$ cat src/rtl/uart_rx_core.sv
// 8N1 UART receiver with a 2-flop input synchronizer, oversampling tick divider and valid/ready byte output.
// Define UART_RX_PARITY_EN for 8E1 framing with a parity_err pulse; otherwise parity_err is tied low.
module uart_rx_core #(
   parameter int C_CLOCKFREQ  = 12000000,
   parameter int C_BAUDRATE   = 9600,
   parameter int C_OVERSAMPLE = 16
) (
   input  logic       clk,
   input  logic       reset,
   input  logic       rxd,
   output logic [7:0] data,
   output logic       valid,
   input  logic       ready,
   output logic       frame_err,
   output logic       overrun,
   output logic       busy,
   output logic       parity_err,
   output logic [2:0] dbg_state
);

   localparam int DIV_RAW = C_CLOCKFREQ / (C_BAUDRATE * C_OVERSAMPLE);
   localparam int DIV     = (DIV_RAW < 1) ? 1 : DIV_RAW;
   localparam int DW      = (DIV > 1) ? $clog2(DIV) : 1;
   localparam int TW      = $clog2(C_OVERSAMPLE);
   localparam logic [DW-1:0] DIV_LAST = DW'(DIV - 1);
   localparam logic [TW-1:0] OS_LAST  = TW'(C_OVERSAMPLE - 1);
   localparam logic [TW-1:0] OS_HALF  = TW'(C_OVERSAMPLE / 2 - 1);

   // Valid/ready: a byte transfers on a clk edge where valid & ready; data is stable while valid is high.
   typedef enum logic [2:0] {
      S_IDLE   = 3'd0,
      S_START  = 3'd1,
      S_DATA   = 3'd2,
      S_PARITY = 3'd3,
      S_STOP   = 3'd4,
      S_BREAK  = 3'd5
   } state_t;

   state_t          r_state, w_state_n;
   logic            r_sync1, r_sync2;
   logic [DW-1:0]   r_div_cnt;
   logic [TW-1:0]   r_tick_cnt, w_tick_n;
   logic [2:0]      r_bit_idx, w_bit_n;
   logic [7:0]      r_shift, w_shift_n;
   logic [7:0]      r_data;
   logic            r_valid, r_frame_err, r_overrun;
   logic            w_rxd_s, w_tick, w_start_det, w_stop_sample, w_par_bad, w_frame_ok;
`ifdef UART_RX_PARITY_EN
   logic            r_par, w_par_n;
   logic            r_parity_err;
`endif

   assign w_rxd_s     = r_sync2;
   assign w_tick      = (r_div_cnt == DIV_LAST);
   assign w_start_det = (r_state == S_IDLE) && !w_rxd_s;

   always_ff @(posedge clk or posedge reset) begin
      if (reset) begin
         r_sync1 <= 1'b1;
         r_sync2 <= 1'b1;
      end else begin
         r_sync1 <= rxd;
         r_sync2 <= r_sync1;
      end
   end

   // Restarting on the start edge keeps every sample point at a fixed offset from the frame's falling edge.
   always_ff @(posedge clk or posedge reset) begin
      if (reset)
         r_div_cnt <= '0;
      else if (w_start_det || w_tick)
         r_div_cnt <= '0;
      else
         r_div_cnt <= r_div_cnt + DW'(1);
   end

   always_ff @(posedge clk or posedge reset) begin
      if (reset) begin
         r_state    <= S_IDLE;
         r_tick_cnt <= '0;
         r_bit_idx  <= '0;
         r_shift    <= '0;
`ifdef UART_RX_PARITY_EN
         r_par      <= 1'b0;
`endif
      end else begin
         r_state    <= w_state_n;
         r_tick_cnt <= w_tick_n;
         r_bit_idx  <= w_bit_n;
         r_shift    <= w_shift_n;
`ifdef UART_RX_PARITY_EN
         r_par      <= w_par_n;
`endif
      end
   end

   always_comb begin
      w_state_n     = r_state;
      w_tick_n      = r_tick_cnt;
      w_bit_n       = r_bit_idx;
      w_shift_n     = r_shift;
      w_stop_sample = 1'b0;
`ifdef UART_RX_PARITY_EN
      w_par_n       = r_par;
`endif
      case (r_state)
         S_IDLE: begin
            if (!w_rxd_s) begin
               w_state_n = S_START;
               w_tick_n  = '0;
            end
         end
         S_START: begin
            if (w_tick) begin
               if (r_tick_cnt == OS_HALF) begin
                  w_tick_n = '0;
                  w_bit_n  = '0;
                  w_state_n = w_rxd_s ? S_IDLE : S_DATA;
               end else begin
                  w_tick_n = r_tick_cnt + TW'(1);
               end
            end
         end
         S_DATA: begin
            if (w_tick) begin
               if (r_tick_cnt == OS_LAST) begin
                  w_tick_n  = '0;
                  w_shift_n = {w_rxd_s, r_shift[7:1]};
                  if (r_bit_idx == 3'd7) begin
`ifdef UART_RX_PARITY_EN
                     w_state_n = S_PARITY;
`else
                     w_state_n = S_STOP;
`endif
                  end else begin
                     w_bit_n = r_bit_idx + 3'd1;
                  end
               end else begin
                  w_tick_n = r_tick_cnt + TW'(1);
               end
            end
         end
`ifdef UART_RX_PARITY_EN
         S_PARITY: begin
            if (w_tick) begin
               if (r_tick_cnt == OS_LAST) begin
                  w_tick_n  = '0;
                  w_par_n   = w_rxd_s;
                  w_state_n = S_STOP;
               end else begin
                  w_tick_n = r_tick_cnt + TW'(1);
               end
            end
         end
`endif
         S_STOP: begin
            if (w_tick) begin
               if (r_tick_cnt == OS_LAST) begin
                  w_tick_n      = '0;
                  w_stop_sample = 1'b1;
                  w_state_n     = w_rxd_s ? S_IDLE : S_BREAK;
               end else begin
                  w_tick_n = r_tick_cnt + TW'(1);
               end
            end
         end
         // A line held low after a bad stop bit must go high before another start is accepted.
         S_BREAK: begin
            if (w_rxd_s)
               w_state_n = S_IDLE;
         end
         default: w_state_n = S_IDLE;
      endcase
   end

`ifdef UART_RX_PARITY_EN
   assign w_par_bad = ^{r_shift, r_par};
`else
   assign w_par_bad = 1'b0;
`endif
   assign w_frame_ok = w_stop_sample && w_rxd_s && !w_par_bad;

   always_ff @(posedge clk or posedge reset) begin
      if (reset) begin
         r_data      <= '0;
         r_valid     <= 1'b0;
         r_frame_err <= 1'b0;
         r_overrun   <= 1'b0;
`ifdef UART_RX_PARITY_EN
         r_parity_err <= 1'b0;
`endif
      end else begin
         r_frame_err <= w_stop_sample && !w_rxd_s;
         r_overrun   <= 1'b0;
`ifdef UART_RX_PARITY_EN
         r_parity_err <= w_stop_sample && w_par_bad;
`endif
         if (r_valid && ready)
            r_valid <= 1'b0;
         // A byte completing on the acceptance edge replaces the one being taken.
         if (w_frame_ok) begin
            if (!r_valid || ready) begin
               r_data  <= r_shift;
               r_valid <= 1'b1;
            end else begin
               r_overrun <= 1'b1;
            end
         end
      end
   end

   assign data      = r_data;
   assign valid     = r_valid;
   assign frame_err = r_frame_err;
   assign overrun   = r_overrun;
   assign busy      = (r_state != S_IDLE);
   assign dbg_state = r_state;
`ifdef UART_RX_PARITY_EN
   assign parity_err = r_parity_err;
`else
   assign parity_err = 1'b0;
`endif

endmodule

$ cat config.mk
export PLATFORM = sky130hd
export DESIGN_NAME = uart_rx_core
export DESIGN_NICKNAME = d
export VERILOG_FILES = /design/src/rtl/uart_rx_core.sv
export SDC_FILE = /design/constraint.sdc
export NUM_CORES = 1
export LEC_CHECK = 0
export CAP_MARGIN = 20
export CORE_MARGIN = 3
export CORE_UTILIZATION = 50
export CTS_CLUSTER_SIZE = 8
export DETAILED_ROUTE_END_ITERATION = 16
export PLACE_DENSITY = 0.74
export SYNTH_ARGS = -nofsm -noshare
export SYNTH_HDL_FRONTEND = slang
export SYNTH_SLANG_ARGS = --single-unit
$ cat constraint.sdc
create_clock -name clk -period 2.8 [get_ports clk]
set_input_delay 0.42 -clock clk [delete_from_list [all_inputs] [get_ports clk]]
set_output_delay 0.42 -clock clk [all_outputs]
set_load 0.1 [all_outputs]
run_1/layer_met1.png
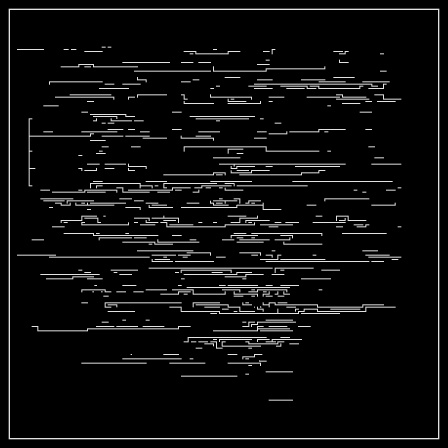
The longest straight run is 19.8 um. The wires run mostly horizontal. The layer holds 45% of the routed length. 170 nets have wire on it. The layer carries 1450 um of wire.

run_1/layer_met2.png
Scale bar: 20 um. Cells faint in the background.
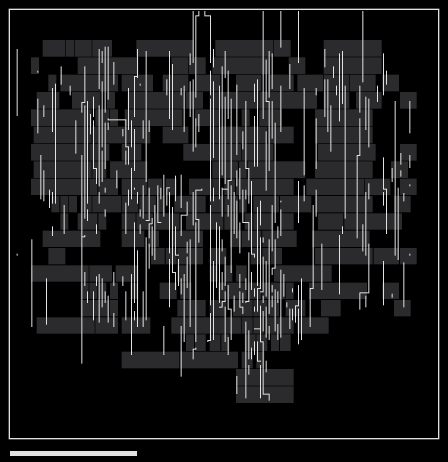
168 nets have wire on it. The longest straight run is 32.6 um. The wires run mostly vertical. The layer carries 1640 um of wire.

run_1/layer_met3.png
Scale bar: 20 um.
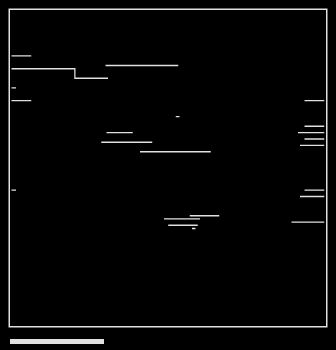
The longest straight run is 15.2 um. The wires run mostly horizontal. 18 nets have wire on it. The layer carries 134 um of wire. The layer holds 4.1% of the routed length.

==> run 1: critical path: cells and delay by family (launching register included) <==
family / cells / cell delay [ps]
fa+ha+maj: 1 / 130
buf+inv: 1 / 70
flops: 1 / 410
mux: 1 / 390
simple gates: 4 / 1050
==> run 1: power groups by stage <==
stage | logic (mW) | registers, mW | clock network, mW
5_1_grt | 0.0257 | 0.554 | 0.502
3_5_place_dp | 0.0242 | 0.565 | 0
4_1_cts | 0.0242 | 0.554 | 0.472
6_report | 0.0232 | 0.554 | 0.463
3_3_place_gp | 0.0236 | 0.564 | 0
2_1_floorplan | 0.0198 | 0.562 | 0
==> run 1: metal layers <==
metal	up-vias	GRT usage, %	routed length, um
li1	603	-	-
met1	620	22.2	1450
met2	29	28.1	1640
met3	6	3.49	134
met4	0	5.32	21
met5	-	0	0
==> Changelog: implementation, run 1 <==
### Implementation results

* Status: complete, no violations
* Buffers excl. clock at 19
* CTS Buf Count at 5
* Hpwl dp at 2.42 mm
* Vias in the first global route at 1244
* Fin nets at 190
* Die height at 67.2 um
* Worst setup EP type: flip-flop
* Reg2reg path depth at 7
* Top-count cell post-synth: dfrtp_1
* RePlAce Congestion at 0.865
* WP data arrival at 2320 ps
* Clock root cell: clkbuf_8
* Post-synth seq share at 50.9%
* # setup viols final at 0
* Synth Flop Type: dfrtp_1
* First-pass GRT wire length at 5.73 mm
* RSZ-0062 raised after global routing: false
* Clock period minus worst slack at 2150 ps
* Worst Skew at 10.2 ps
* Setup crit start: r_div_cnt[1]
* Fin crit share at 76.9%
* Antenna Cells at 0
* Core footprint at 3470 um^2
* Final Power at 1.04 mW
* Init Core Util at 54.0%
* CP Class: reg2reg
* Crit path cell chain: inv_1 -> ha_1 -> and4bb_4 -> nand2_4 -> nor3_4 -> and2_1 -> mux2_2
* Area-dominant class: sequential cells
* Setup Buffers After CTS at 0
* Clock Tree Buf Depth at 2
* Largest net degree at the start of global routing at 39
* DR vias/cell at 5.52
* Asr flop ratio synth at 100%
* Routed wire length per instance at 14.3 um
* GRT Util Overall at 16.9%
* Non-CTS inverters at 9
* Initial antenna violation count at 0
* Seq/total area at 44.7%
* Final worst slack at 647 ps
* Max_cap viols at 0
* Die Width at 67.2 um
* Post-synth EDFFs at 0
* Final core utilization at 61.5%
* MUX area fraction at 11.2%
run_1/detail.png
Scale bar: 5 um. Window x 7 to 27, y 40 to 60 um. Cells in gray, sequential cells in the stronger gray; small squares are vias.
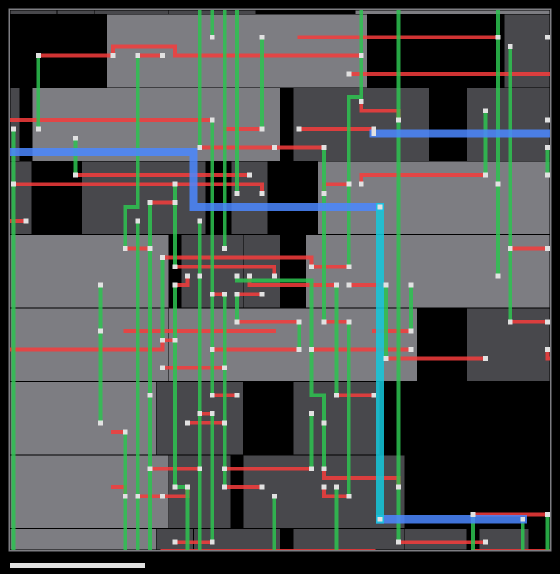

--- run 2 (diff from run 1) ---
PLACE_DENSITY = 0.77   (was 0.74)
clock period = 1.95 ns   (was 2.8 ns; I/O delays follow)
run_2/detail.png
Scale bar: 5 um. Window x 7 to 27, y 40 to 60 um. Cells in gray, sequential cells in the stronger gray; small squares are vias.
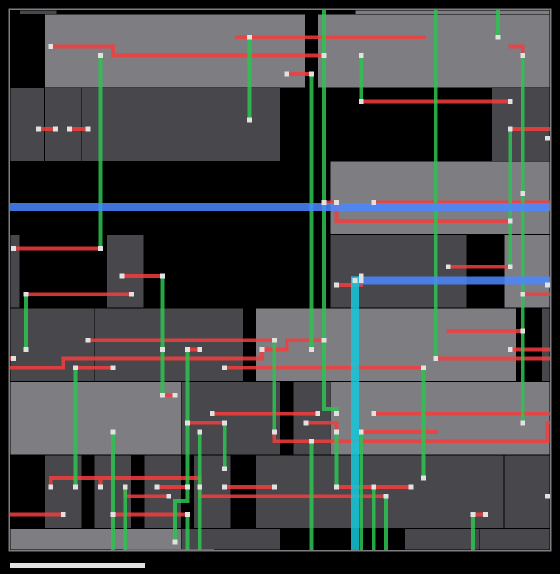
Red is metal 1. Blue is metal 3. Green is metal 2. Cyan is metal 4.
Sequential cells in the window: 6. Netlist names of flops here include data (2). Most frequent: inv_1 (4), dfrtp_1 (4), nand2_1 (3). 20 logic cells have their middle in the window.

==> Changelog: implementation, run 2 <==
### Implementation results

* Status: complete, no violations
* Asr flop ratio synth at 100%
* MUX area fraction at 11.2%
* Final core utilization at 67.0%
* RePlAce Congestion at 0.798
* Vias in the first global route at 1257
* Synth Flop Type: dfrtp_1
* Final worst slack at 76.4 ps
* Worst setup EP type: flip-flop
* CP top delay family: AND-OR/OR-AND gates
* CP Buf/Inv Count at 0
* Area-dominant class: sequential cells
* Post-synth seq share at 50.9%
* CP Class: reg2reg
* Initial antenna violation count at 0
* WP data arrival at 2070 ps
* Die height at 67.2 um
* Buffers excl. clock at 28
* Final Power at 1.50 mW
* Clock Tree Buf Depth at 2
* Largest net degree at the start of global routing at 39
* Comb power at 0.0369 mW
* Sequential cell power at 0.796 mW
* Die Width at 67.2 um
* Crit path cell chain: ha_2 -> ha_4 -> and4_4 -> a211oi_1 -> a221o_1 -> or3_4 -> o221ai_2
* # setup viols final at 0
* Top Consumer: registers
* First-pass GRT wire length at 5.70 mm
* Worst Skew at 6.13 ps
* Clock group power at 0.667 mW
run 2: metal layers:
| metal | global-route usage, % | vias up | share of wire [%] |
|---|---|---|---|
| li1 | - | 624 | - |
| met1 | 21.8 | 622 | 42 |
| met2 | 27.9 | 25 | 53 |
| met3 | 6.49 | 4 | 4.0 |
| met4 | 4.56 | 0 | 0.72 |
| met5 | 0 | - | 0 |
run 2: worst paths after layout:
check | startpoint | endpoint | slack (ps) | cells after the start
worst max-delay path | r_bit_idx[0] | dbg_state[0] | 80 | 7
worst min-delay path | reset | data[5] | 350 | 3
worst max register to register | r_bit_idx[0] | dbg_state[0] | 80 | 7
worst min register to register | r_sync1 | r_sync2 | 360 | 0
max in group asynchronous | reset | r_sync2 | 1360 | 3
min in group clk | r_sync1 | r_sync2 | 360 | 0
run_2/layer_met1.png
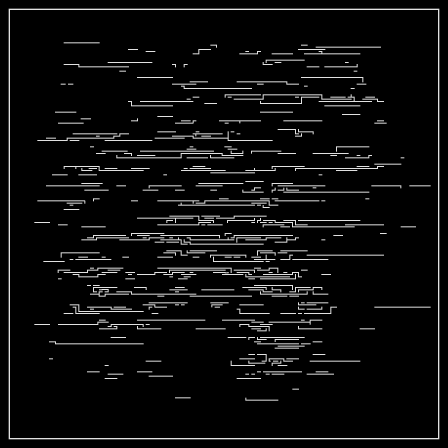

--- run 3 (diff from run 2) ---
MAX_ROUTING_LAYER = met4   (was unset)
REMOVE_ABC_BUFFERS = 1   (was unset)
run_3/layer_met1.png
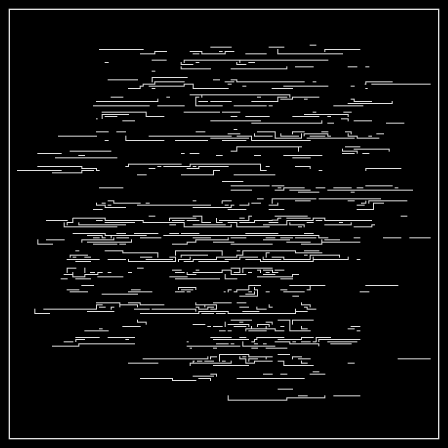
The wires run mostly horizontal. The longest straight run is 24.4 um. 190 nets have wire on it.

==> Changelog: implementation, run 3 <==
### Implementation results

* Status: complete, no violations
* Asr flop ratio synth at 100%
* Final worst slack at 54.3 ps
* CP Buf/Inv Count at 0
* Met3 usage at 4.99%
* Init Core Util at 54.0%
* Seq/total area at 40.6%
* Clock group power at 0.672 mW
* Buffers excl. clock at 36
* Die height at 67.2 um
* Hpwl dp at 2.69 mm
* Area-dominant class: sequential cells
* Met1 Routed Length at 1.61 mm
* CTS Buf Count at 5
* Antenna Cells at 0
* WL met3 at 196 um
* RSZ-0062 raised after global routing: true
* Clock Tree Buf Depth at 2
* Max_cap viols at 0
* Worst setup EP type: flip-flop
* Comb power at 0.0337 mW
* Clock period minus worst slack at 1900 ps
* Uppermost layer routed: met4
* Fin nets at 207
* Die Width at 67.2 um
* Vias in the first global route at 1293
* WP data arrival at 2110 ps
* First-pass GRT wire length at 6.16 mm
* Routed wire length per instance at 15.2 um
* Sequential cell power at 0.795 mW
* Final core utilization at 67.7%
==> run 3: final timing paths <==
path | from | endpoint | slack, ps | cells past startpoint
min in group asynchronous | reset | data[1] | 410 | 3
setup / recovery | r_bit_idx[0] | dbg_state[0] | 50 | 7
max in group asynchronous | reset | r_sync1 | 1190 | 3
hold / removal | r_sync1 | r_sync2 | 360 | 0
hold reg to reg | r_sync1 | r_sync2 | 360 | 0
setup reg to reg | r_bit_idx[0] | dbg_state[0] | 50 | 7
==> run 3: per-stage QoR <==
step | cells | TNS [ps]
6_report | 245 | 0
5_1_grt | 245 | -48.6
4_1_cts | 241 | 0
3_5_place_dp | 233 | -16.9
3_3_place_gp | 233 | 0
2_1_floorplan | 155 | -14180
Power figures rest on the tool's default switching activity, not on a simulated workload.
